==> src/rtl/uart_pkg.sv <==
// Shared UART receive definitions: clock/baud defaults, bit-timing derivation and rx FSM states.
// The PARITY state exists only when UART_RX_PARITY_EN is defined.
package uart_pkg;

    localparam int unsigned CLK_FREQ_DEFAULT  = 32'd100_000_000;
    localparam int unsigned BAUD_RATE_DEFAULT = 32'd9600;

    function automatic int unsigned calc_divider(input int unsigned clk_freq,
                                                 input int unsigned baud_rate);
        return clk_freq / baud_rate;
    endfunction

    function automatic int unsigned calc_half(input int unsigned divider);
        return divider / 32'd2;
    endfunction

    // Even parity: the transmitted parity bit makes the total count of ones even.
    function automatic logic even_parity(input logic [7:0] data);
        return ^data;
    endfunction

    typedef enum logic [2:0] {
        ST_IDLE   = 3'd0,
        ST_START  = 3'd1,
        ST_DATA   = 3'd2,
`ifdef UART_RX_PARITY_EN
        ST_PARITY = 3'd3,
`endif
        ST_STOP   = 3'd4
    } rx_state_e;

endpackage

==> src/rtl/uart_rx_fifo.sv <==
// First-word-fall-through byte FIFO for the UART receiver; pop is applied before push
// so a full FIFO can accept a byte in the same cycle it is read. All outputs are registered.
module uart_rx_fifo #(
    parameter int unsigned DEPTH = 4
) (
    input  logic       clk,
    input  logic       rst,
    input  logic       push,
    input  logic [7:0] push_data,
    input  logic       pop,
    output logic [7:0] data,
    output logic       full,
    output logic       empty
);

    localparam int unsigned AW = $clog2(DEPTH);

    logic [7:0]    mem_r [DEPTH];
    logic [AW:0]   wr_ptr_r;
    logic [AW:0]   rd_ptr_r;
    logic [AW:0]   wr_ptr_nxt;
    logic [AW:0]   rd_ptr_nxt;
    logic          pop_ok_s;
    logic          push_ok_s;
    logic          empty_nxt;
    logic          full_nxt;
    logic [7:0]    data_nxt;
    logic [AW-1:0] wr_idx_s;
    logic [AW-1:0] rd_idx_nxt_s;

    assign wr_idx_s = wr_ptr_r[AW-1:0];

    // Next pointers and next registered head/flags; pops take effect before pushes.
    always_comb begin
        pop_ok_s     = pop & ~empty;
        push_ok_s    = push & (~full | pop_ok_s);
        wr_ptr_nxt   = wr_ptr_r + {{AW{1'b0}}, push_ok_s};
        rd_ptr_nxt   = rd_ptr_r + {{AW{1'b0}}, pop_ok_s};
        rd_idx_nxt_s = rd_ptr_nxt[AW-1:0];
        empty_nxt    = (wr_ptr_nxt == rd_ptr_nxt);
        full_nxt     = (wr_ptr_nxt[AW] != rd_ptr_nxt[AW]) &&
                       (wr_ptr_nxt[AW-1:0] == rd_ptr_nxt[AW-1:0]);
        data_nxt     = 8'h00;
        if (empty_nxt) begin
            data_nxt = 8'h00;
        end else if (push_ok_s && (wr_idx_s == rd_idx_nxt_s)) begin
            // The new head is the byte being written this cycle.
            data_nxt = push_data;
        end else begin
            data_nxt = mem_r[rd_idx_nxt_s];
        end
    end

    // Storage array write port.
    always_ff @(posedge clk) begin
        if (rst) begin
            for (int i = 0; i < int'(DEPTH); i++) begin
                mem_r[i] <= 8'h00;
            end
        end else if (push_ok_s) begin
            mem_r[wr_idx_s] <= push_data;
        end
    end

    // Pointer and registered output update.
    always_ff @(posedge clk) begin
        if (rst) begin
            wr_ptr_r <= '0;
            rd_ptr_r <= '0;
            data     <= 8'h00;
            full     <= 1'b0;
            empty    <= 1'b1;
        end else begin
            wr_ptr_r <= wr_ptr_nxt;
            rd_ptr_r <= rd_ptr_nxt;
            data     <= data_nxt;
            full     <= full_nxt;
            empty    <= empty_nxt;
        end
    end

endmodule

==> src/rtl/uart_rx_ctrl.sv <==
// UART receiver: line synchronizer, mid-bit sampling FSM, sticky error flags and byte FIFO.
// Define UART_RX_PARITY_EN to expect an even-parity bit and expose parity_err.
module uart_rx_ctrl
    import uart_pkg::*;
#(
    parameter int unsigned CLK_FREQ   = CLK_FREQ_DEFAULT,
    parameter int unsigned BAUD_RATE  = BAUD_RATE_DEFAULT,
    parameter int unsigned FIFO_DEPTH = 4
) (
    input  logic       clk,
    input  logic       rst,
    input  logic       uart_rx,
    input  logic       rd_en,
    input  logic       clr_err,
    output logic [7:0] rx_data,
    output logic       rx_empty,
    output logic       rx_full,
    output logic       frame_err,
    output logic       overrun
`ifdef UART_RX_PARITY_EN
    ,
    output logic       parity_err
`endif
);

    localparam int unsigned DIVIDER = calc_divider(CLK_FREQ, BAUD_RATE);
    localparam int unsigned HALF    = calc_half(DIVIDER);
    localparam int          CNT_W   = (DIVIDER > 32'd1) ? $clog2(DIVIDER) : 1;
    localparam logic [CNT_W-1:0] DIV_LAST  = CNT_W'(DIVIDER - 32'd1);
    localparam logic [CNT_W-1:0] HALF_LAST = CNT_W'(HALF - 32'd1);

    logic [1:0]       sync_r;
    logic             rx_prev_r;
    logic             rx_s;
    logic             fall_s;

    rx_state_e        state_r;
    rx_state_e        state_nxt;
    logic [CNT_W-1:0] cnt_r;
    logic [CNT_W-1:0] cnt_nxt;
    logic [2:0]       bit_cnt_r;
    logic [2:0]       bit_cnt_nxt;
    logic [7:0]       shift_r;
    logic [7:0]       shift_nxt;
    logic             stop_wait_r;
    logic             stop_wait_nxt;
    logic             push_nxt;
    logic             push_r;
    logic [7:0]       push_data_r;
    logic             ferr_evt_s;
    logic             ovr_evt_s;
`ifdef UART_RX_PARITY_EN
    logic             par_bad_r;
    logic             par_bad_nxt;
    logic             perr_evt_s;
    logic             parity_err_r;
`endif

    assign rx_s   = sync_r[1];
    assign fall_s = rx_prev_r & ~rx_s;

    // Two-flop synchronizer plus one delayed copy for falling-edge detection.
    always_ff @(posedge clk) begin
        if (rst) begin
            sync_r    <= 2'b11;
            rx_prev_r <= 1'b1;
        end else begin
            sync_r    <= {sync_r[0], uart_rx};
            rx_prev_r <= sync_r[1];
        end
    end

    // Receive FSM next-state, bit timing and shift logic.
    always_comb begin
        state_nxt     = state_r;
        cnt_nxt       = cnt_r;
        bit_cnt_nxt   = bit_cnt_r;
        shift_nxt     = shift_r;
        stop_wait_nxt = stop_wait_r;
        push_nxt      = 1'b0;
        ferr_evt_s    = 1'b0;
`ifdef UART_RX_PARITY_EN
        par_bad_nxt   = par_bad_r;
        perr_evt_s    = 1'b0;
`endif
        case (state_r)
            ST_IDLE: begin
                if (fall_s) begin
                    state_nxt     = ST_START;
                    cnt_nxt       = '0;
                    bit_cnt_nxt   = 3'd0;
                    stop_wait_nxt = 1'b0;
`ifdef UART_RX_PARITY_EN
                    par_bad_nxt   = 1'b0;
`endif
                end else begin
                    state_nxt = ST_IDLE;
                end
            end
            ST_START: begin
                if (cnt_r == HALF_LAST) begin
                    cnt_nxt = '0;
                    // A line already back high at mid-start is a glitch, not a frame.
                    if (rx_s) begin
                        state_nxt = ST_IDLE;
                    end else begin
                        state_nxt = ST_DATA;
                    end
                end else begin
                    cnt_nxt = cnt_r + CNT_W'(1);
                end
            end
            ST_DATA: begin
                if (cnt_r == DIV_LAST) begin
                    cnt_nxt   = '0;
                    shift_nxt = {rx_s, shift_r[7:1]};
                    if (bit_cnt_r == 3'd7) begin
                        bit_cnt_nxt = 3'd0;
`ifdef UART_RX_PARITY_EN
                        state_nxt   = ST_PARITY;
`else
                        state_nxt   = ST_STOP;
`endif
                    end else begin
                        bit_cnt_nxt = bit_cnt_r + 3'd1;
                    end
                end else begin
                    cnt_nxt = cnt_r + CNT_W'(1);
                end
            end
`ifdef UART_RX_PARITY_EN
            ST_PARITY: begin
                if (cnt_r == DIV_LAST) begin
                    cnt_nxt   = '0;
                    state_nxt = ST_STOP;
                    if (rx_s != even_parity(shift_r)) begin
                        par_bad_nxt = 1'b1;
                        perr_evt_s  = 1'b1;
                    end else begin
                        par_bad_nxt = 1'b0;
                    end
                end else begin
                    cnt_nxt = cnt_r + CNT_W'(1);
                end
            end
`endif
            ST_STOP: begin
                if (stop_wait_r) begin
                    // Broken frame: hold here until the line recovers to idle.
                    if (rx_s) begin
                        state_nxt     = ST_IDLE;
                        stop_wait_nxt = 1'b0;
                    end else begin
                        state_nxt = ST_STOP;
                    end
                end else if (cnt_r == DIV_LAST) begin
                    cnt_nxt = '0;
                    if (rx_s) begin
                        state_nxt = ST_IDLE;
`ifdef UART_RX_PARITY_EN
                        push_nxt  = ~par_bad_r;
`else
                        push_nxt  = 1'b1;
`endif
                    end else begin
                        ferr_evt_s    = 1'b1;
                        stop_wait_nxt = 1'b1;
                    end
                end else begin
                    cnt_nxt = cnt_r + CNT_W'(1);
                end
            end
            default: begin
                state_nxt     = ST_IDLE;
                cnt_nxt       = '0;
                bit_cnt_nxt   = 3'd0;
                stop_wait_nxt = 1'b0;
            end
        endcase
    end

    // FSM state and datapath registers.
    always_ff @(posedge clk) begin
        if (rst) begin
            state_r     <= ST_IDLE;
            cnt_r       <= '0;
            bit_cnt_r   <= 3'd0;
            shift_r     <= 8'h00;
            stop_wait_r <= 1'b0;
            push_r      <= 1'b0;
            push_data_r <= 8'h00;
`ifdef UART_RX_PARITY_EN
            par_bad_r   <= 1'b0;
`endif
        end else begin
            state_r     <= state_nxt;
            cnt_r       <= cnt_nxt;
            bit_cnt_r   <= bit_cnt_nxt;
            shift_r     <= shift_nxt;
            stop_wait_r <= stop_wait_nxt;
            push_r      <= push_nxt;
            push_data_r <= push_nxt ? shift_r : push_data_r;
`ifdef UART_RX_PARITY_EN
            par_bad_r   <= par_bad_nxt;
`endif
        end
    end

    // A pending push is dropped only when the FIFO is full and not being read.
    assign ovr_evt_s = push_r & rx_full & ~rd_en;

    // Sticky error flags; a new error wins over a simultaneous clear.
    always_ff @(posedge clk) begin
        if (rst) begin
            frame_err <= 1'b0;
            overrun   <= 1'b0;
        end else begin
            frame_err <= ferr_evt_s | (frame_err & ~clr_err);
            overrun   <= ovr_evt_s  | (overrun & ~clr_err);
        end
    end

`ifdef UART_RX_PARITY_EN
    // Sticky parity error flag.
    always_ff @(posedge clk) begin
        if (rst) begin
            parity_err_r <= 1'b0;
        end else begin
            parity_err_r <= perr_evt_s | (parity_err_r & ~clr_err);
        end
    end

    assign parity_err = parity_err_r;
`endif

    uart_rx_fifo #(
        .DEPTH (FIFO_DEPTH)
    ) u_fifo (
        .clk       (clk),
        .rst       (rst),
        .push      (push_r),
        .push_data (push_data_r),
        .pop       (rd_en),
        .data      (rx_data),
        .full      (rx_full),
        .empty     (rx_empty)
    );

endmodule

==> config.mk <==
export PLATFORM = sky130hd
export DESIGN_NAME = uart_rx_ctrl
export DESIGN_NICKNAME = d
export VERILOG_FILES = /design/src/rtl/uart_pkg.sv /design/src/rtl/uart_rx_fifo.sv /design/src/rtl/uart_rx_ctrl.sv
export SDC_FILE = /design/constraint.sdc
export NUM_CORES = 1
export LEC_CHECK = 0
export CORE_MARGIN = 3
export CORE_UTILIZATION = 52
export CTS_CLUSTER_SIZE = 30
export DETAILED_ROUTE_END_ITERATION = 8
export MAX_ROUTING_LAYER = met4
export PLACE_DENSITY = 0.7
export REMOVE_ABC_BUFFERS = 1
export SLEW_MARGIN = 20
export SYNTH_ARGS = -nofsm -noshare
export SYNTH_HDL_FRONTEND = slang
export SYNTH_HIERARCHICAL = 1
export SYNTH_SLANG_ARGS = --single-unit
==> constraint.sdc <==
create_clock -name clk -period 2.6 [get_ports clk]
set_input_delay 0.26 -clock clk [delete_from_list [all_inputs] [get_ports clk]]
set_output_delay 0.26 -clock clk [all_outputs]
set_load 0.02 [all_outputs]
Fig. 1: run 1, wiring by layer
(3 px per µm) Only two layers are drawn.
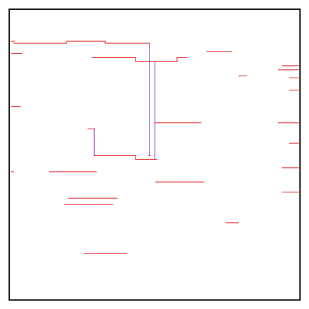
[M4] purple | wire length: 78.9 µm
[M3] red | wire length: 261 µm

Fig. 2: run 1, clock routing
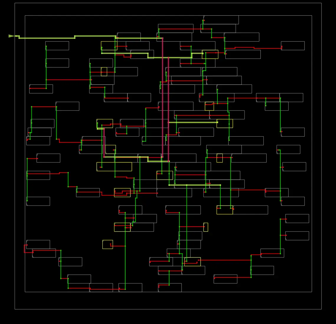
total CTS buffers: 9
layout clock buffer count: 9
P_clk: 934 µW
flop count: 91
count of clock tree sinks: 91

==> flow_metrics.py, run 1 <==
# Auto-generated metrics
metrics = {
    "worst_setup_path": {
        "worstReg2RegEnd": "u_fifo/data[7]",
        "path_max_fanout": 8,
        "end_kind": "register",
        "regToRegSetupSlack_ns": 0.38,
        "cp_slowest_cell": "or3_1",
        "arrival_ns": 2.51,
        "reg2reg_from": "u_fifo/empty",
        "reg2regPathDepth": 8,
        "cp.required_ns": 2.89,
        "cp_cell_sequence": "nand2b_4 -> inv_1 -> ha_1 -> ha_1 -> or3_1 -> a2111oi_2 -> a211o_2 -> mux2i_1",
        "start_kind": "register",
    },
    "final_timing": {
        "worstMarginPinSlew_ns": 0.494,
        "period_used_pct": 85.6,
        "skew_ns": 0.00901,
        "setup_ws_ns": 0.375,
        "relSlewSlack_pct": 67.0,
        "setup_viol": 0,
        "rsz0062_at_grt": "no",
        "fmax_mhz": 449,
        "fin_tns_setup_ns": 0,
        "fin_crit_ns": 2.22,
        "hold_viol": 0,
    },
    "logic_synthesis": {
        "seq_area_frac_synth_pct": 50.4,
        "mux_area_share_pct": 8.09,
        "common_cells": "59 x dfxtp_1, 35 x and2_1, 34 x nor2_1",
        "ys_cells": 388,
        "yosysMostFrequentCell": "dfxtp_1",
        "simple_gate_area_share_pct": 24.0,
        "xor_share_pct": 3.68,
        "yosysTopAreaCellShare_pct": 27.8,
        "edf_count": 32,
        "flop_cell": "dfxtp_1",
        "top_cells_by_area": "dfxtp_1 28%, edfxtp_1 23%, and2_1 5.2%, mux2i_1 3.8%, mux4_2 3.7%",
        "ys_chip_area_um2": 4250,
        "synth_warnings": 6,
        "synth_cells": 388,
    },
    "min_path": {
        "hold_start": "rst",
        "whs_path_depth": 2,
    },
    "floorplanning": {
        "fp_util_pct": 54.2,
        "row_count": 32,
        "die_w_um": 96.4,
        "io_pins": 17,
        "die-area_um2": 9300,
        "die_y_um": 96.4,
    },
    "run_status": {
        "status": "completed",
    },
    "cells_and_area": {
        "post-route-util_pct": 59.7,
        "layout.cells.most_common": "dfxtp_1",
        "fillers": 659,
        "antenna-diode-count": 0,
        "syn2layout_area_growth_pct": 10.2,
        "combGateArea_um2": 1970,
        "fin_cells": 512,
    },
    "place": {
        "dpl.hpwl_um": 5350,
        "gp_congestion": 0.855,
        "port_buffers": 16,
        "pre_cts_slack_ns": 0.00781,
        "dpl-instance-area_um2": 4490,
        "numPlacedInstances": 496,
    },
    "grt": {
        "grt_overflow": 0,
        "track_usage_pct": 18.6,
        "grt_pass1_wl_um": 12900,
        "antenna_found_initial": 0,
    },
    "routing": {
        "via_count": 2792,
        "ant_nets": 0,
        "drt_wl_total_um": 7460,
        "viasPerCell": 5.45,
        "drc": 0,
        "wl_per_cell_um": 14.6,
    },
    "clocking": {
        "root_buffer": "clkbuf_8",
        "cts_setup_buffers": 0,
        "cts.path.max_buffers": 2,
        "cts_tree": "yes",
        "cts_resized": 0,
    },
}
Fig. 3: run 1, gate-type map
(4 px per µm)
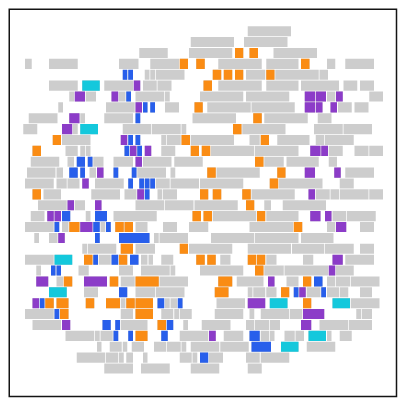
[fa/ha/maj cells] cyan | cells: 8 | most used: ha_1
[aoi and oai cells] purple | cells: 45 | most used: a21oi_1
[and/or cells] orange | cells: 62 | most used: and2_1
[nand cells] blue | cells: 50 | most used: nand2_1

[run 1: registers in the layout (all words and copies together), names as in the netlist, 2 cells and up]
register,flops
u_fifo/mem_r,32
cnt_r,14
push_data_r,8
shift_r,8
u_fifo/data,8
bit_cnt_r,3
state_r,3
u_fifo/rd_ptr_r,3
u_fifo/wr_ptr_r,3
sync_r,2
[run 1: per-layer routing]
metal | up-vias | part of all wire (%) | track usage (%)
li1 | 1413 | - | -
met1 | 1336 | 48 | 24.4
met2 | 36 | 47 | 27.9
met3 | 7 | 3.5 | 4.42
met4 | 0 | 1.0 | 7.24
met5 | - | 0 | -
[run 1: power by group]
part / internal (mW) / leakage (nW) / switching [mW]
Sequential: 1.49 / 0.806 / 0.0103
Combinational: 0.0250 / 0.847 / 0.0433
Clock: 0.440 / 0.0928 / 0.494
Total: 1.95 / 1.74 / 0.548
[run 1: final cells by class]
| class | count | share of cell area [%] |
|---|---|---|
| clock buffers | 9 | 2.64 |
| clock inverters | 7 | 1.47 |
| inverters | 2 | 0.160 |
| multi-input cells | 275 | 42.1 |
| flip-flops and latches | 91 | 45.7 |
| well taps | 102 | 2.72 |
| repair buffers | 26 | 5.18 |
[run 1: worst max-delay path by stage]
stage | start | to | depth (start not counted)
after floorplan | u_fifo/empty | u_fifo/data[0] | 8
after global placement | rd_en | u_fifo/data[2] | 9
after detailed placement | rd_en | u_fifo/data[7] | 9
after CTS | u_fifo/empty | u_fifo/data[7] | 8
after global routing | u_fifo/empty | u_fifo/data[2] | 8
final | u_fifo/empty | u_fifo/data[7] | 8
[run 1: worst max-delay path, delay by kind of cell (launching register included)]
kind	cells	cell delay [ns]
compound gates	2	0.59
simple gates	2	0.51
fa+ha+maj	2	0.46
flops	1	0.33
mux	1	0.22
buf+inv	1	0.04
==> inputs of run 2 (changes only) <==
--- a/config.mk
+++ b/config.mk
@@ -7,6 +7,7 @@
 export LEC_CHECK = 0
 export CORE_MARGIN = 3
 export CORE_UTILIZATION = 52
+export CTS_CLUSTER_DIAMETER = 200
 export CTS_CLUSTER_SIZE = 30
 export DETAILED_ROUTE_END_ITERATION = 8
 export MAX_ROUTING_LAYER = met4
Fig. 4: run 2, wiring by layer
(3 px per µm) Only two layers are drawn.
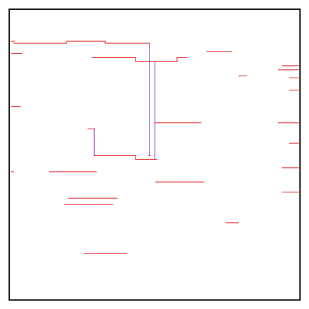
[M4] purple | wire length: 78.9 µm
[M3] red | wire length: 261 µm

Fig. 5: run 2, gate-type map
(4 px per µm)
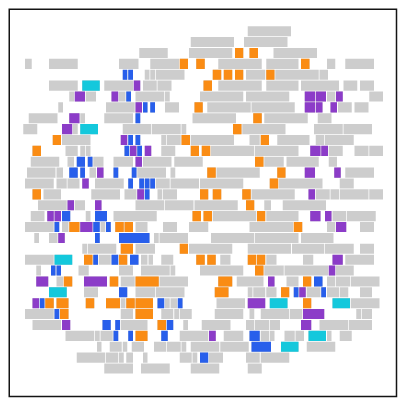
[aoi and oai cells] purple | cells: 45 | most used: a21oi_1
[and/or cells] orange | cells: 62 | most used: and2_1
[fa/ha/maj cells] cyan | cells: 8 | most used: ha_1
[nand cells] blue | cells: 50 | most used: nand2_1

==> flow_metrics.py, run 2 <==
# Auto-generated metrics
metrics = {
    "power_and_ir_drop": {
        "comb_power_share_pct": 2.7,
        "power.net_switching_uw": 548,
        "seq-power_mw": 1.50,
        "p_clk_uw": 934,
        "p_int_mw": 1.95,
        "power_top_consumer": "sequential cells",
        "comb_power_uw": 68.3,
        "switching_share_pct": 21.9,
        "clkPwrFrac_pct": 37.3,
        "pwr-share-seq_pct": 59.9,
    },
    "grt": {
        "grt_overflow": 0,
        "grt_pass1_wl_um": 12900,
        "antenna_found_initial": 0,
        "track_usage_pct": 18.6,
        "grt_start_max_net_pins": 34,
    },
    "routing": {
        "via_count": 2792,
        "drt_wl_total_um": 7460,
        "drt_iter0_drc": 114,
        "drc": 0,
        "viasPerCell": 5.45,
        "wl_per_cell_um": 14.6,
        "ant_nets": 0,
    },
    "logic_synthesis": {
        "ys_chip_area_um2": 4250,
        "synth_cells": 388,
        "syn_area_um2": 4250,
        "ys_types": 63,
        "seq_area_frac_synth_pct": 50.4,
        "yosysMostFrequentCell": "dfxtp_1",
        "top_cells_by_area": "dfxtp_1 28%, edfxtp_1 23%, and2_1 5.2%, mux2i_1 3.8%, mux4_2 3.7%",
        "common_cells": "59 x dfxtp_1, 35 x and2_1, 34 x nor2_1",
        "ys_cells": 388,
        "edf_count": 32,
        "yosysTopAreaCellShare_pct": 27.8,
        "synth_warnings": 6,
    },
    "clocking": {
        "root_buffer": "clkbuf_8",
        "clock_sinks": 91,
        "cts.path.max_buffers": 2,
        "clk_pin_slew_ns": 0.09,
        "cts_resized": 0,
        "cts_buffers": 9,
        "cts_setup_buffers": 0,
        "cts_tree": "yes",
    },
    "worst_setup_path": {
        "regToRegSetupSlack_ns": 0.38,
        "cp_cell_sequence": "nand2b_4 -> inv_1 -> ha_1 -> ha_1 -> or3_1 -> a2111oi_2 -> a211o_2 -> mux2i_1",
        "reg2regPathDepth": 8,
        "reg2reg_from": "u_fifo/empty",
        "cp.required_ns": 2.89,
        "worstReg2RegEnd": "u_fifo/data[7]",
        "crit_path_end": "u_fifo/data[7]",
        "start_kind": "register",
        "crit_family": "AND-OR/OR-AND gates",
        "worstPathBufferInverterCount": 1,
        "worstSetupPathDepth": 8,
        "end_kind": "register",
        "cp_slowest_cell": "or3_1",
        "path_max_fanout": 8,
        "arrival_ns": 2.51,
        "startpoint": "u_fifo/empty",
        "critical_path.max_stage_delay_ns": 0.39,
    },
    "final_timing": {
        "relSlewSlack_pct": 67.0,
        "period_used_pct": 85.6,
        "hold_viol": 0,
        "setup_ws_ns": 0.375,
        "fin_tns_setup_ns": 0,
        "skew_ns": 0.00901,
        "fmax_mhz": 449,
        "rsz0062_at_grt": "no",
        "fin_crit_ns": 2.22,
        "worstMarginPinSlew_ns": 0.494,
        "setup_viol": 0,
    },
    "floorplanning": {
        "die_y_um": 96.4,
        "fp_util_pct": 54.2,
        "die_w_um": 96.4,
        "die-area_um2": 9300,
        "row_count": 32,
        "io_pins": 17,
    },
    "cells_and_area": {
        "syn2layout_area_growth_pct": 10.2,
        "top_regs": "u_fifo/mem_r (32), cnt_r (14)",
        "antenna-diode-count": 0,
        "largest-register": "u_fifo/mem_r",
        "largest_reg_flops": 32,
        "layout.cells.most_common": "dfxtp_1",
    },
    "place": {
        "port_buffers": 16,
        "gp_congestion": 0.855,
        "dpl.hpwl_um": 5350,
        "pre_cts_slack_ns": 0.00781,
    },
    "run_status": {
        "status": "completed",
    },
}
Fig. 6: run 2, routed clock nets over the placement
(4 px per µm)
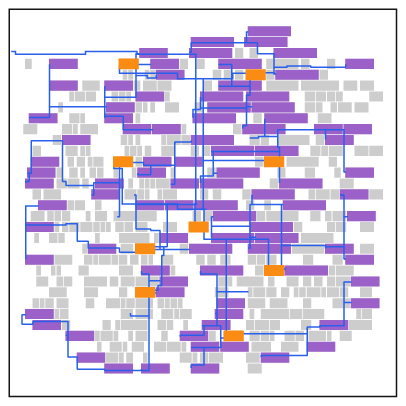
[clock-net drivers] orange | count: 9
[clock wires] blue | length: 1090 µm
[flip-flops] purple | count: 91
flops lie: all over the die

==> run 2: cells by family (layout without fill, tap and decap cells) <==
family                   Yosys count  in the layout  synth area share, %
flip-flops                        91             91                 50.4
AND/OR/NAND/NOR                  174            174                 24.0
buffers and inverters             22             44                 3.18
AND-OR/OR-AND                     52             52                 8.33
multiplexers                      24             24                 8.09
adder cells (fa/ha/maj)            8              8                 2.35
XOR/XNOR                          17             17                 3.68
==> run 2: worst min path at each step <==
stage | slack [ns] | end | from | depth (start not counted)
finish | 0.34 | u_fifo/wr_ptr_r[2] | rst | 2
detailed placement | 0.41 | sync_r[1] | sync_r[0] | 1
floorplan | 0.33 | cnt_r[0] | rst | 1
CTS | 0.34 | u_fifo/wr_ptr_r[2] | rst | 2
global placement | 0.40 | sync_r[1] | sync_r[0] | 1
global route | 0.34 | u_fifo/rd_ptr_r[2] | rst | 2
==> run 2: layer usage <==
metal | share of wire, % | track usage (%)
met1 | 48 | 24.4
met2 | 47 | 27.9
met3 | 3.5 | 4.42
met4 | 1.0 | 7.24
met5 | 0 | -
==> run 2: through the flow <==
stage	cells	utilization [%]	total power, mW	cell area, µm²	hold slack [ns]
CTS	512	59.7	2.53	4690	0.338
detailed placement	496	57.3	1.60	4490	0.405
global route	512	59.7	2.61	4690	0.340
finish	512	59.7	2.50	4690	0.343
global placement	496	57.3	1.60	4490	0.402
floorplan	368	-	1.57	4120	0.329
==> run 2: area by class of cell <==
cell class | count | area [µm²]
Clock inverter | 7 | 68.8
Timing Repair Buffer | 26 | 243
Tap cell | 102 | 128
Sequential cell | 91 | 2140
Inverter | 2 | 7.51
Clock buffer | 9 | 124
Multi-Input combinational cell | 275 | 1970
Fill cell | 659 | 3160
Fig. 7: run 2, I/O pins on the die edge
(4 px per µm) Pins as bars across the die edge, other pins in grey.
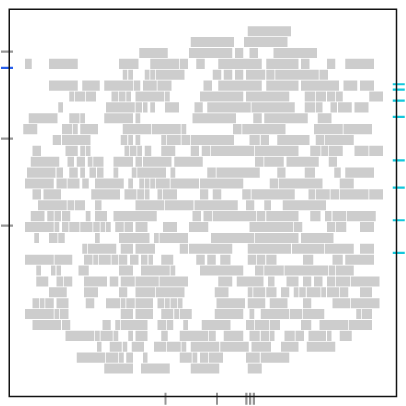

==> inputs of run 3 (changes only) <==
--- a/config.mk
+++ b/config.mk
@@ -13,7 +13,6 @@
 export MAX_ROUTING_LAYER = met4
 export PLACE_DENSITY = 0.7
 export REMOVE_ABC_BUFFERS = 1
-export SLEW_MARGIN = 20
 export SYNTH_ARGS = -nofsm -noshare
 export SYNTH_HDL_FRONTEND = slang
 export SYNTH_HIERARCHICAL = 1
==> constraint.sdc (replaced) <==
create_clock -name clk -period 2.55 [get_ports clk]
set_input_delay 0.255 -clock clk [delete_from_list [all_inputs] [get_ports clk]]
set_output_delay 0.255 -clock clk [all_outputs]
set_load 0.02 [all_outputs]
Fig. 8: run 3, I/O pins on the die edge
(4 px per µm) Pins as bars across the die edge, other pins in grey.
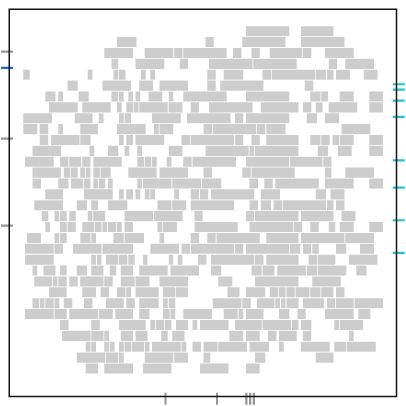
[rst] blue | pins: 1 | direction: input | edge: west
[rx_data] cyan | pins: 8 | direction: output | edge: east
all pins by edge: 8 east, 5 south, 4 west

Fig. 9: run 3, wiring by layer
(3 px per µm) Only two layers are drawn.
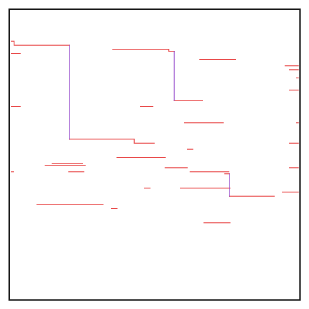
[M4] purple | wire length: 55.1 µm
[M3] red | wire length: 274 µm

==> flow_metrics.py, run 3 <==
# Auto-generated metrics
metrics = {
    "worst_setup_path": {
        "cp.required_ns": 2.83,
        "arrival_ns": 2.50,
        "path_max_fanout": 8,
        "end_kind": "register",
    },
    "cells_and_area": {
        "largest-register": "u_fifo/mem_r",
        "seq_area_um2": 2140,
        "layout.cells.most_common": "dfxtp_1",
        "largest_class": "registers",
        "fillers": 692,
        "antenna-diode-count": 0,
        "flop-count": 91,
        "fin_cells": 512,
        "combGateArea_um2": 1970,
        "clkCellAreaFrac_pct": 4.10,
        "syn2layout_area_growth_pct": 10.5,
        "n_all_buffers": 26,
    },
    "routing": {
        "viasPerCell": 5.48,
        "drt_wl_total_um": 7530,
        "wl_per_cell_um": 14.7,
        "via_count": 2805,
    },
    "run_status": {
        "status": "completed",
    },
    "place": {
        "gp_congestion": 0.865,
        "dpl.hpwl_um": 5390,
        "port_buffers": 16,
    },
    "grt": {
        "grt_start_max_net_pins": 37,
        "track_usage_pct": 18.5,
        "antenna_found_initial": 0,
        "grt_overflow": 0,
    },
    "final_timing": {
        "rsz0062_at_grt": "no",
        "period_used_pct": 87.0,
        "worstMarginPinSlew_ns": 0.547,
        "fin_crit_ns": 2.22,
        "fmax_mhz": 451,
    },
    "power_and_ir_drop": {
        "comb_power_uw": 69.6,
        "power_top_consumer": "sequential cells",
        "clkPwrFrac_pct": 37.5,
        "switching_share_pct": 22.1,
    },
    "logic_synthesis": {
        "top_cells_by_area": "dfxtp_1 28%, edfxtp_1 23%, and2_1 5.2%, mux2i_1 3.8%, mux4_2 3.7%",
        "edf_count": 32,
        "common_cells": "59 x dfxtp_1, 35 x and2_1, 34 x nor2_1",
        "synth_warnings": 6,
    },
    "floorplanning": {
        "row_count": 32,
        "fp_util_pct": 54.2,
        "io_pins": 17,
    },
    "clocking": {
        "cts_tree": "yes",
        "clock_sinks": 91,
        "cts_setup_buffers": 0,
    },
    "min_path": {
        "hold_start": "rst",
    },
}
Fig. 10: run 3, clock routing
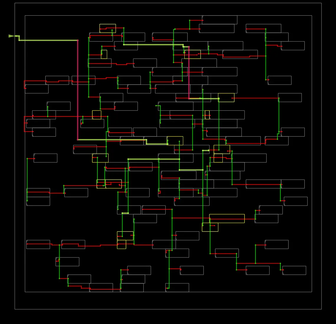
worst-skew pair later-pin latency: 0.35 ns
P_clk: 957 µW
clk_skew: 0.00770 ns

run 3: critical path, stage by stage (launching register included):
cell,delay [ns]
dfxtp_1,0.34
nand2b_4,0.12
inv_1,0.04
ha_1,0.17
ha_1,0.29
or3_1,0.39
a2111oi_2,0.28
a211o_2,0.29
mux2i_1,0.22
run 3: cell families (layout without fill, tap and decap cells):
| family | after synthesis | count (layout) | share of synthesized area (%) |
|---|---|---|---|
| compound gates | 52 | 52 | 8.33 |
| xor+xnor | 17 | 17 | 3.68 |
| fa+ha+maj | 8 | 8 | 2.35 |
| buf+inv | 22 | 44 | 3.18 |
| flops | 91 | 91 | 50.4 |
| mux | 24 | 24 | 8.09 |
| simple gates | 174 | 174 | 24.0 |
run 3: worst max path at each step:
stage / from / endpoint / slack, ns
after floorplan: u_fifo/empty / u_fifo/data[0] / 0.12
after global placement: rd_en / u_fifo/data[2] / 0.02
after detailed placement: rd_en / u_fifo/data[5] / -0.05
after CTS: u_fifo/empty / u_fifo/data[5] / 0.29
after global routing: u_fifo/empty / u_fifo/data[5] / 0.16
final: u_fifo/empty / u_fifo/data[5] / 0.33
run 3: stage by stage:
step | utilization, % | TNS [ns] | setup slack, ns | area, µm²
6_report | 59.9 | 0 | 0.332 | 4700
5_1_grt | 59.9 | 0 | 0.161 | 4700
4_1_cts | 59.9 | 0 | 0.290 | 4700
3_5_place_dp | 57.4 | -0.282 | -0.0507 | 4510
3_3_place_gp | 57.4 | 0 | 0.0222 | 4510
2_1_floorplan | - | 0 | 0.121 | 4120
run 3: metal layers:
| layer | global-route usage (%) | part of all wire (%) |
|---|---|---|
| met1 | 23.5 | 48 |
| met2 | 28.8 | 48 |
| met3 | 5.42 | 3.6 |
| met4 | 5.61 | 0.73 |
| met5 | - | 0 |
Power figures rest on the tool's default switching activity, not on a simulated workload.
